===== src/rtl/ex_operand_stage.sv =====
// ID/EX pipeline register with RAW forwarding from EX/MEM and MEM/WB.
// It also detects load-use hazards and keeps a saturating count of inserted bubbles.
module ex_operand_stage #(
  parameter int XLEN  = 32,
  parameter int RADDR = 5,
  parameter int CNTW  = 16
) (
  input  logic             clk,
  input  logic             rst,
  input  logic             id_valid,
  input  logic [XLEN-1:0]  id_rs1_data,
  input  logic [XLEN-1:0]  id_rs2_data,
  input  logic [XLEN-1:0]  id_imm,
  input  logic [RADDR-1:0] id_rs1,
  input  logic [RADDR-1:0] id_rs2,
  input  logic [RADDR-1:0] id_rd,
  input  logic             id_rs2_used,
  input  logic [2:0]       id_sl,
  input  logic             id_alu_src,
  input  logic             id_reg_write,
  input  logic             id_mem_read,
  input  logic             id_mem_write,
  input  logic             stall,
  input  logic             flush,
  input  logic             exmem_reg_write,
  input  logic [RADDR-1:0] exmem_rd,
  input  logic [XLEN-1:0]  exmem_alu_out,
  input  logic             memwb_reg_write,
  input  logic [RADDR-1:0] memwb_rd,
  input  logic [XLEN-1:0]  memwb_wdata,
  output logic [XLEN-1:0]  Ain,
  output logic [XLEN-1:0]  Bin,
  output logic [2:0]       sl,
  output logic [XLEN-1:0]  store_data,
  output logic             ex_valid,
  output logic [RADDR-1:0] ex_rd,
  output logic             ex_reg_write,
  output logic             ex_mem_read,
  output logic             ex_mem_write,
  output logic             load_use_stall,
  output logic [CNTW-1:0]  bubble_count
);

  logic             valid_q, valid_d;
  logic [RADDR-1:0] rs1_q, rs1_d, rs2_q, rs2_d, rd_q, rd_d;
  logic [XLEN-1:0]  rs1_data_q, rs1_data_d, rs2_data_q, rs2_data_d, imm_q, imm_d;
  logic [2:0]       sl_q, sl_d;
  logic             alu_src_q, alu_src_d;
  logic             reg_write_q, reg_write_d;
  logic             mem_read_q, mem_read_d;
  logic             mem_write_q, mem_write_d;
  logic [CNTW-1:0]  bubble_q, bubble_d;
  logic             bubble_ins;
  logic [XLEN-1:0]  fwd_rs1, fwd_rs2;

  // EX/MEM outranks MEM/WB because it holds the younger producer; x0 is never forwarded.
  function automatic logic [XLEN-1:0] fwd_sel(
    input logic [RADDR-1:0] rs,
    input logic [XLEN-1:0]  rf_data,
    input logic             em_we,
    input logic [RADDR-1:0] em_rd,
    input logic [XLEN-1:0]  em_data,
    input logic             mw_we,
    input logic [RADDR-1:0] mw_rd,
    input logic [XLEN-1:0]  mw_data
  );
    logic [XLEN-1:0] r;
    r = rf_data;
    if (em_we && (em_rd != '0) && (em_rd == rs)) r = em_data;
    else if (mw_we && (mw_rd != '0) && (mw_rd == rs)) r = mw_data;
    return r;
  endfunction

  assign load_use_stall = valid_q & mem_read_q & (rd_q != '0) & id_valid &
                          ((id_rs1 == rd_q) | (id_rs2_used & (id_rs2 == rd_q)));

  // A flush always bubbles; a load-use bubble only happens when the stage is not held.
  assign bubble_ins = flush | (~stall & load_use_stall);

  always_comb begin
    valid_d     = valid_q;
    rs1_d       = rs1_q;
    rs2_d       = rs2_q;
    rd_d        = rd_q;
    rs1_data_d  = rs1_data_q;
    rs2_data_d  = rs2_data_q;
    imm_d       = imm_q;
    sl_d        = sl_q;
    alu_src_d   = alu_src_q;
    reg_write_d = reg_write_q;
    mem_read_d  = mem_read_q;
    mem_write_d = mem_write_q;
    bubble_d    = bubble_q;
    if (bubble_ins) begin
      valid_d     = 1'b0;
      rs1_d       = '0;
      rs2_d       = '0;
      rd_d        = '0;
      rs1_data_d  = '0;
      rs2_data_d  = '0;
      imm_d       = '0;
      sl_d        = '0;
      alu_src_d   = 1'b0;
      reg_write_d = 1'b0;
      mem_read_d  = 1'b0;
      mem_write_d = 1'b0;
      if (bubble_q != {CNTW{1'b1}}) bubble_d = bubble_q + {{(CNTW-1){1'b0}}, 1'b1};
    end else if (!stall) begin
      valid_d     = id_valid;
      rs1_d       = id_rs1;
      rs2_d       = id_rs2;
      rd_d        = id_rd;
      rs1_data_d  = id_rs1_data;
      rs2_data_d  = id_rs2_data;
      imm_d       = id_imm;
      sl_d        = id_sl;
      alu_src_d   = id_alu_src;
      reg_write_d = id_reg_write;
      mem_read_d  = id_mem_read;
      mem_write_d = id_mem_write;
    end
  end

  always_ff @(posedge clk or negedge rst) begin
    if (!rst) begin
      valid_q     <= 1'b0;
      rs1_q       <= '0;
      rs2_q       <= '0;
      rd_q        <= '0;
      rs1_data_q  <= '0;
      rs2_data_q  <= '0;
      imm_q       <= '0;
      sl_q        <= '0;
      alu_src_q   <= 1'b0;
      reg_write_q <= 1'b0;
      mem_read_q  <= 1'b0;
      mem_write_q <= 1'b0;
      bubble_q    <= '0;
    end else begin
      valid_q     <= valid_d;
      rs1_q       <= rs1_d;
      rs2_q       <= rs2_d;
      rd_q        <= rd_d;
      rs1_data_q  <= rs1_data_d;
      rs2_data_q  <= rs2_data_d;
      imm_q       <= imm_d;
      sl_q        <= sl_d;
      alu_src_q   <= alu_src_d;
      reg_write_q <= reg_write_d;
      mem_read_q  <= mem_read_d;
      mem_write_q <= mem_write_d;
      bubble_q    <= bubble_d;
    end
  end

  // Forwarding looks at the registered operands every cycle, so a held instruction keeps tracking retiring producers.
  assign fwd_rs1 = fwd_sel(rs1_q, rs1_data_q, exmem_reg_write, exmem_rd, exmem_alu_out,
                           memwb_reg_write, memwb_rd, memwb_wdata);
  assign fwd_rs2 = fwd_sel(rs2_q, rs2_data_q, exmem_reg_write, exmem_rd, exmem_alu_out,
                           memwb_reg_write, memwb_rd, memwb_wdata);

  assign Ain          = fwd_rs1;
  assign Bin          = alu_src_q ? imm_q : fwd_rs2;
  assign store_data   = fwd_rs2;
  assign sl           = sl_q;
  assign ex_valid     = valid_q;
  assign ex_rd        = rd_q;
  assign ex_reg_write = reg_write_q;
  assign ex_mem_read  = mem_read_q;
  assign ex_mem_write = mem_write_q;
  assign bubble_count = bubble_q;

endmodule


===== config.mk =====
export PLATFORM = sky130hd
export DESIGN_NAME = ex_operand_stage
export DESIGN_NICKNAME = d
export VERILOG_FILES = /design/src/rtl/ex_operand_stage.sv
export SDC_FILE = /design/constraint.sdc
export NUM_CORES = 1
export LEC_CHECK = 0
export ABC_AREA = 1
export CORE_MARGIN = 4
export CORE_UTILIZATION = 38
export DETAILED_ROUTE_END_ITERATION = 10
export PLACE_DENSITY = 0.81
export SYNTH_ARGS = -nofsm -noshare
export SYNTH_HDL_FRONTEND = slang
export SYNTH_SLANG_ARGS = --single-unit

===== constraint.sdc =====
create_clock -name clk -period 4.4 [get_ports clk]
set_input_delay 0.44 -clock clk [delete_from_list [all_inputs] [get_ports clk]]
set_output_delay 0.44 -clock clk [all_outputs]
set_load 0.05 [all_outputs]

==> summary.txt <==
flow finished, numbers: outcome finished, final reports clean, syn_area_per_cell 6.890 sq um, Rows 54, first drt pass iteration count 7, Final Hold Vio Count 0, Fmax 278.7 MHz, DP Cell Count ~1,800, # Post-CTS Setup Buffers 0, crit path DAT 3150 ps, nets 1,714, Max-Slew Margin vs Limit 17.86%, via count of the first global-routing pass 9,567, Crit Path Class input port to output pin, data required time at the worst endpoint around 4000 ps, # DRC 0, slew at the pin closest to its max-slew limit 1232 ps, clock buffer count from CTS 17, Final Non-Filler Cells 1,804, Post-Synthesis Net Count approximately 1,400, CP endpoint kind output pin, Top-area cell share 39.29%, first-iteration detailed-routing DRC count 905, top logic cell by instance count in the layout nand2_1, initial antenna violation count 1, fp_density 39.04%, Max H-tree Level 4, type of the tightest min-delay check input port to asynchronous set/reset pin, Synth Seq Share slightly below 40%, clk_lat worst skew 410 ps, gp weighted congestion 0.9829, grt total ovfl 0, Critical Path Start Type input port, die footprint roughly 0.025 sq mm, cell type contributing the most total cell area after synthesis dfrtp_1, Total Routed Length 34,930 um, root buffer cell clkbuf_16, HPWL after DPL 24,720 um, sum of negative setup slack 0 ps, count of max-cap constraint violations 0, largest driver fanout on the critical path 33, top area cells in the synthesized netlist dfrtp_1, nand3_1, nand2_1, fill cell instance count of the final layout 2,077, Clock Tree Buf Depth 2, minimum clock period approximately 3600 ps, Tool Warnings 30, static power due to leakage 6.022 nW, post-route fraction of the period consumed by the critical path 81.56%, area grow syn2layout 46.74%, cell area reported after detailed placement between 0.01 and 0.015 sq mm, average wire per standard cell 19.36 um, register bit count reported by yosys 135, commonest non-fill, non-tap cells in the layout nand2_1, nand3_1, clkdlybuf4s50_1, dfrtp_1, inv_1, first-pass GRT wire length 52,740 um, register area roughly 0.0034 sq mm, post_cts resized 0, clock slew seen by the registers of the worst setup and hold paths 60 ps, fraction of final layout cells with drive strength greater than 1 10.57%, all-layer global routing usage 26.95%, largest net degree at the start of global routing 120, summed standard-cell area reported by yosys 0.008598 sq mm, Met3 Wirelength ~3500 um, # hold bufs at CTS 0, cell area after layout around 0.013 sq mm, Final setup viols 0, # Cells Yosys 1,248, Yosys warning total 0, post-synthesis instance area 0.008598 sq mm, gate count of the mapped netlist 1,248, core utilization of the finished layout 57.28%, Unique cell types 30, num ports between 300 and 400
-- power by group --
| group | total [mW] | switching [mW] | leakage [nW] | internal, mW |
|---|---|---|---|---|
| Combinational | 1.33 | 0.832 | 3.97 | 0.500 |
| Clock | 1.31 | 0.534 | 0.253 | 0.778 |
| Sequential | 1.38 | 0.0616 | 1.80 | 1.32 |
| Total | 4.03 | 1.43 | 6.02 | 2.60 |
-- flip-flops by register name (all words and copies together) (netlist names) --
register,flops
rs1_q,5
ex_valid,1
imm_q,32
sl,3
rs1_data_q,32
rs2_q,5
ex_mem_read,1
ex_mem_write,1
bubble_count,16
alu_src_q,1
ex_rd,5
rs2_data_q,32
ex_reg_write,1
-- final cells by class --
| type | count | share of cell area, % |
|---|---|---|
| Multi-Input combinational cell | 886 | 34.25 |
| Clock inverter | 9 | 0.6446 |
| Inverter | 133 | 3.977 |
| Timing Repair Buffer | 340 | 28.01 |
| Clock buffer | 20 | 3.540 |
| Antenna cell | 1 | 0.01983 |
| Sequential cell | 135 | 26.78 |
| Tap cell | 280 | 2.777 |
-- per-stage QoR --
step | setup slack [ps] | hold slack [ps] | total power [mW]
after CTS | 875.7 | 216.5 | 4.051
after global placement | 927.6 | 485.1 | 2.723
after floorplan | 1670 | 144.4 | 2.125
final | 811.6 | 171.5 | 4.029
after global routing | 635.0 | 235.4 | 4.200
after detailed placement | 884.4 | 499.5 | 2.732
-- critical path: stages --
cell             delay (ps)
clkdlybuf4s50_1         550
nor2_1                   80
nand3_1                 100
nand2_2                  90
nor3_4                  150
buf_4                   410
nand2_2                 630
nand2_1                 270
nand3_1                 100
o21ai_1                 150
buf_12                  170
-- layer usage --
metal | vias up | global-route usage, %
met3 | 60 | 6.931
met5 | - | 0
li1 | 4629 | -
met2 | 554 | 44.80
met4 | 0 | 10.07
met1 | 4588 | 33.86
-- worst paths after layout --
check | from | slack (ps) | cells past startpoint | end
worst max-delay path | memwb_rd[2] | 810 | 11 | Ain[16]
worst min-delay path | rst | 170 | 1 | rs1_data_q[15]
worst max register to register | ex_rd[2] | 2060 | 9 | rs2_data_q[21]
worst min register to register | sl[0] | 510 | 2 | sl[0]
max in group asynchronous | rst | 3200 | 2 | rs2_data_q[9]
min in group clk | sl[0] | 510 | 2 | sl[0]
-- cells in the mapped netlist (all sizes together) --
cell	number
buf	53
xor2	15
and2	32
nand3	268
nand4	35
o21ai	113
nor4	1
nor2	23
a21oi	1
nor3	6
xnor2	11
inv	133
nand2	338
o22ai	39
nor3b	1
nand3b	2
ha	1
dfrtp	135
clkbuf	41
-- cell families (layout without fill, tap and decap cells) --
| kind of cell | after synthesis | count (layout) | share of synthesized area [%] |
|---|---|---|---|
| simple gates | 706 | 706 | 37.46 |
| other cells | 0 | 1 | 0 |
| buf+inv | 227 | 502 | 10.94 |
| compound gates | 153 | 153 | 9.517 |
| fa+ha+maj | 1 | 1 | 0.1455 |
| flops | 135 | 135 | 39.29 |
| xor+xnor | 26 | 26 | 2.648 |
PDN straps and rails:
Pins as bars on the die edge.
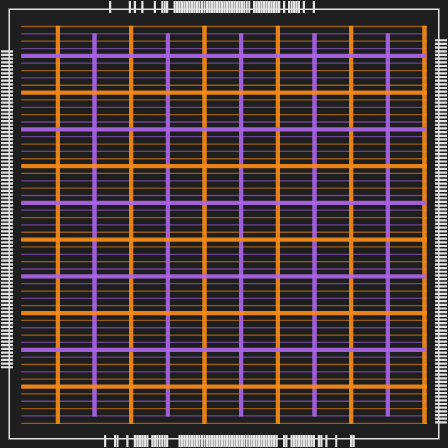
VDD -> purple
VSS -> orange
met5 straps = 10
met1 rails = 55
signal pins = 325
rows = 54
maximum VDD drop: 216.7 uV
height of the die: 158.4 um
placeable core region: 0.02203 sq mm
die width: 158.4 um

Selected gate families:
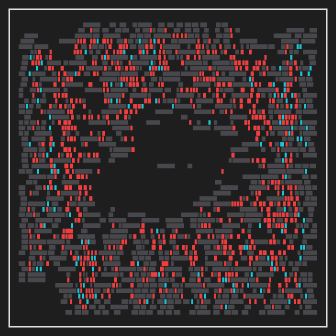
NAND gates -> red  # cells 643, most used nand2_1, where spread over the die
inverters -> cyan  # cells 133, most used inv_1, where spread over the die

Clock routing:
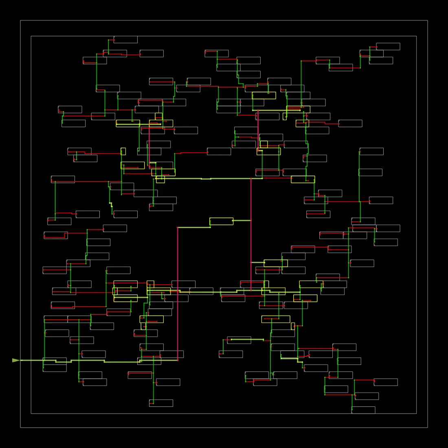
maximum clock skew at final layout: 8.593 ps
number of clock buffers in the layout: 20
clock sink count: 135

Power figures rest on the tool's default switching activity, not on a simulated workload.
